run_1/pdn.png
Scale bar: 10 um. Pins as bars on the die edge.
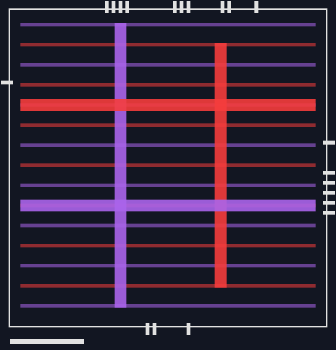
run_1/cell_classes.png
Fill, decap, tap and diode cells in gray.
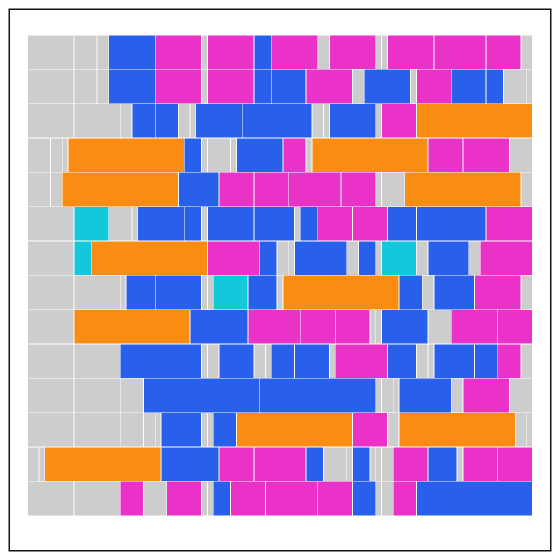
run_1/clock_map.png
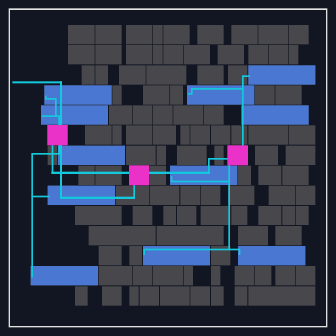
run_1/metal_stack.png
Scale bar: 10 um. Only two layers are drawn.
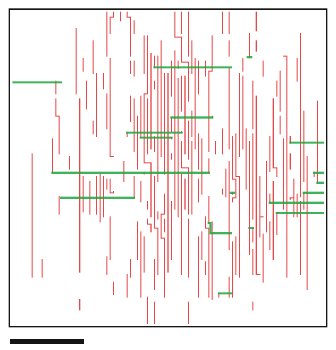
$ cat src/rtl/shift_ctrl_pkg.sv
// Shared types and constants for the shift_ctrl frame serializer.
package shift_ctrl_pkg;

   localparam int WIDTH_DEFAULT = 4;

   typedef enum logic [1:0] {
      IDLE  = 2'd0,
      SHIFT = 2'd1,
      DONE  = 2'd2
   } state_t;

endpackage : shift_ctrl_pkg

$ cat src/rtl/shift_ctrl_arb.sv
// Two-way round-robin arbiter; the pointer favours the requester not served last.
module shift_ctrl_arb
   import shift_ctrl_pkg::*;
(
   input  logic clk,
   input  logic rst,
   input  logic req_a,
   input  logic req_b,
   input  logic update,
   output logic gnt_a,
   output logic gnt_b
);

   // prio_b_q = 1 means B wins a tie; reset leaves A in front.
   logic prio_b_q;
   logic prio_b_d;

   always_comb begin
      gnt_a    = req_a & (~req_b | ~prio_b_q);
      gnt_b    = req_b & (~req_a |  prio_b_q);
      prio_b_d = prio_b_q;
      if (update && (gnt_a || gnt_b)) begin
         prio_b_d = gnt_a;
      end
   end

   always_ff @(posedge clk or negedge rst) begin
      if (!rst) begin
         prio_b_q <= 1'b0;
      end else begin
         prio_b_q <= prio_b_d;
      end
   end

endmodule : shift_ctrl_arb

$ cat src/rtl/shift_ctrl.sv
// Arbitrated parallel-to-serial frame shifter: grant, WIDTH data bits, one done cycle.
module shift_ctrl
   import shift_ctrl_pkg::*;
#(
   parameter int WIDTH = WIDTH_DEFAULT
) (
   input  logic             clk,
   input  logic             rst,
   input  logic             req_a,
   input  logic [WIDTH-1:0] data_a,
   input  logic             req_b,
   input  logic [WIDTH-1:0] data_b,
   input  logic             dir,
   output logic             gnt_a,
   output logic             gnt_b,
   output logic             sout,
   output logic             sout_vld,
   output logic             owner,
   output logic             busy,
   output logic             done
);

   localparam int CW = (WIDTH > 1) ? $clog2(WIDTH) : 1;
   localparam logic [CW-1:0] LAST = CW'(WIDTH - 1);

   state_t           state_q, state_d;
   logic [WIDTH-1:0] shreg_q, shreg_d;
   logic [CW-1:0]    cnt_q,   cnt_d;
   logic             dir_q,   dir_d;
   logic             owner_q, owner_d;

   // Grants are only offered in IDLE and are forced low while reset is held.
   logic grant_ok;
   assign grant_ok = (state_q == IDLE) & rst;

   shift_ctrl_arb u_arb (
      .clk    (clk),
      .rst    (rst),
      .req_a  (req_a & grant_ok),
      .req_b  (req_b & grant_ok),
      .update (grant_ok),
      .gnt_a  (gnt_a),
      .gnt_b  (gnt_b)
   );

   always_comb begin
      state_d = state_q;
      shreg_d = shreg_q;
      cnt_d   = cnt_q;
      dir_d   = dir_q;
      owner_d = owner_q;
      case (state_q)
         IDLE: begin
            if (gnt_a || gnt_b) begin
               shreg_d = gnt_b ? data_b : data_a;
               dir_d   = dir;
               owner_d = gnt_b;
               cnt_d   = '0;
               state_d = SHIFT;
            end
         end
         SHIFT: begin
            shreg_d = dir_q ? (shreg_q >> 1) : (shreg_q << 1);
            cnt_d   = cnt_q + 1'b1;
            if (cnt_q == LAST) begin
               cnt_d   = '0;
               state_d = DONE;
            end
         end
         DONE: begin
            state_d = IDLE;
         end
         default: begin
            state_d = IDLE;
         end
      endcase
   end

   always_ff @(posedge clk or negedge rst) begin
      if (!rst) begin
         state_q <= IDLE;
         shreg_q <= '0;
         cnt_q   <= '0;
         dir_q   <= 1'b0;
         owner_q <= 1'b0;
      end else begin
         state_q <= state_d;
         shreg_q <= shreg_d;
         cnt_q   <= cnt_d;
         dir_q   <= dir_d;
         owner_q <= owner_d;
      end
   end

   // The outgoing bit sits at the end selected by the latched direction.
   assign sout_vld = (state_q == SHIFT);
   assign sout     = sout_vld & (dir_q ? shreg_q[0] : shreg_q[WIDTH-1]);
   assign busy     = (state_q == SHIFT) | (state_q == DONE);
   assign done     = (state_q == DONE);
   assign owner    = owner_q;

endmodule : shift_ctrl

$ cat config.mk
export PLATFORM = sky130hd
export DESIGN_NAME = shift_ctrl
export DESIGN_NICKNAME = d
export VERILOG_FILES = /design/src/rtl/shift_ctrl_pkg.sv /design/src/rtl/shift_ctrl_arb.sv /design/src/rtl/shift_ctrl.sv
export SDC_FILE = /design/constraint.sdc
export NUM_CORES = 1
export LEC_CHECK = 0
export CORE_UTILIZATION = 41
export CTS_CLUSTER_DIAMETER = 200
export DETAILED_ROUTE_END_ITERATION = 10
export PLACE_DENSITY = 0.84
export RECOVER_POWER = 25
export SLEW_MARGIN = 10
export SYNTH_ARGS = -nofsm -noshare
export SYNTH_HDL_FRONTEND = slang
export SYNTH_SLANG_ARGS = --single-unit
$ cat constraint.sdc
create_clock -name clk -period 1.6 [get_ports clk]
set_clock_uncertainty 0.1 [all_clocks]
set_input_delay 0.32 -clock clk [delete_from_list [all_inputs] [get_ports clk]]
set_output_delay 0.32 -clock clk [all_outputs]
set_load 0.005 [all_outputs]
==> GITHUB_STEP_SUMMARY <==
## PnR job results

| Metric | Value |
|---|---|
| Status | `finished with violations` |
| Violated checks | `negative setup slack` |
| Final Util | `76.9%` |
| Area growth syn-to-layout | `71.9%` |
| Final Cell Area | `0.00117 sq mm` |
| Yosys simple share | `12.5%` |
| # diodes | `0` |
| Die x size | `42.8 um` |
| Synth warn | `0` |
| Crit Path Max Fanout | `7` |
| Asr flop ratio synth | `100%` |
| Chip Area | `0.00183 sq mm` |
| Max Slew Vio Count | `0` |
| HPWL Detailed | `1130 um` |
| Dpl ws | `-511 ps` |
| Initial DRC count | `21` |
| Post-CTS Hold Fix Bufs | `0` |
| Post-synth top cells | `11 x dfrtp_1, 9 x mux2i_1, 7 x a21oi_1, 7 x nand2_1, 5 x ha_1` |
| Count of library flops with an enable pin | `0` |
| Share of layout cells above drive strength 1 | `46.9%` |
| # Max-Cap Violations | `0` |
| Mux area share | `17.1%` |
| Vias/cell | `5.38` |
| Yosys top cell by area | `dfrtp_1` |
| Worst Hold Class | `in2async` |
| Final Setup Violations | `12` |
| CTS resizes | `38` |
| Worst Tran Pin Value | `230 ps` |
| Clock sinks | `11` |
| Area leader share | `40.4%` |
| WP data required | `1690 ps` |
| Post-CTS setup buffer count | `10` |
| Maximum clock rate | `554 MHz` |
| Initial antenna violation count | `0` |
| Final worst slack | `-204 ps` |
| Height of the die | `42.8 um` |
| Cells after Synth | `67` |
| Top cells, area | `dfrtp_1 40%, mux2i_1 13%, ha_1 9.2%` |
Back to the opening pictures, pdn.png:
color	net
purple	VSS
red	VDD
met4 straps	2
met1 rails	15
signal pins	20

Back to the opening pictures, cell_classes.png:
color	class	cells	share of their area
blue	all other logic	53	40%
magenta	other buffers and delay cells	45	34%
orange	flip-flops	11	24%
cyan	clock drivers and dummy loads	4	2.3%
Seq/total area: 23.5%
# rows: 14
core area: 0.00152 sq mm

Back to the opening pictures, clock_map.png:
[cyan] clock wires | length: 155 um
[magenta] cells driving clock nets | count: 3
[blue] flip-flops | count: 11
routed clock nets	4
clk_lat worst skew: 270 ps
Clk pwr share: 7.8%
Power Clock: 0.186 mW

Back to the opening pictures, metal_stack.png:
color	layer	wire length
red	met2	1040 um
green	met3	94.0 um
wire length per cell: 15.8 um
final WL: 2040 um
Tot GR Track Use: 22.4%
DR vias: 694

[run 1: registers in the layout, indices dropped and copies added, names as in the netlist]
signal	flops
cnt_q	2
owner	1
dir_q	1
shreg_q	4
u_arb.prio_b_q	1
state_q	2
[run 1: kinds of logic after synthesis]
logic type,count (synthesis)
DFF,11
adders and majority gates,5
buffers and inverters,7
muxes,11
and+or+nand+nor,17
AOI/OAI and AO/OA,16
[run 1: worst max-delay path, cell delays in order]
cell and delay (ps):
clkdlybuf4s50_1 560, buf_4 150, o21ai_1 110, mux2_4 320
or2_4 270, o211ai_1 160
[run 1: routing by layer]
metal	vias to the layer above	global-route usage, %	routed length [um]
met5	-	0	0
met4	0	7.50	63
met3	8	8.51	93
met2	22	39.1	1040
met1	335	24.7	846
li1	329	-	-
[run 1: report_power, final]
| part | switching [mW] | total [mW] | internal, mW |
|---|---|---|---|
| Sequential | 0.118 | 0.536 | 0.418 |
| Clock | 0.0899 | 0.186 | 0.0964 |
| Combinational | 0.695 | 1.67 | 0.974 |
| Total | 0.902 | 2.39 | 1.49 |
[run 1: worst paths after layout]
| kind | end | cells past startpoint |
|---|---|---|
| worst max register to register | shreg_q[3] | 8 |
| worst min register to register | cnt_q[1] | 1 |
| max in group asynchronous | shreg_q[1] | 2 |
| worst min-delay path | dir_q | 2 |
| min in group clk | cnt_q[1] | 1 |
| worst max-delay path | shreg_q[3] | 6 |
[run 1: layout make-up]
class / count / area, sq um
multi-input cells: 49 / 443
repair buffers: 45 / 390
fillers: 88 / 352
flip-flops and latches: 11 / 275
clock buffers: 4 / 26.3
well taps: 16 / 20.0
inverters: 4 / 17.5
Power is estimated from default activity; no workload was simulated.
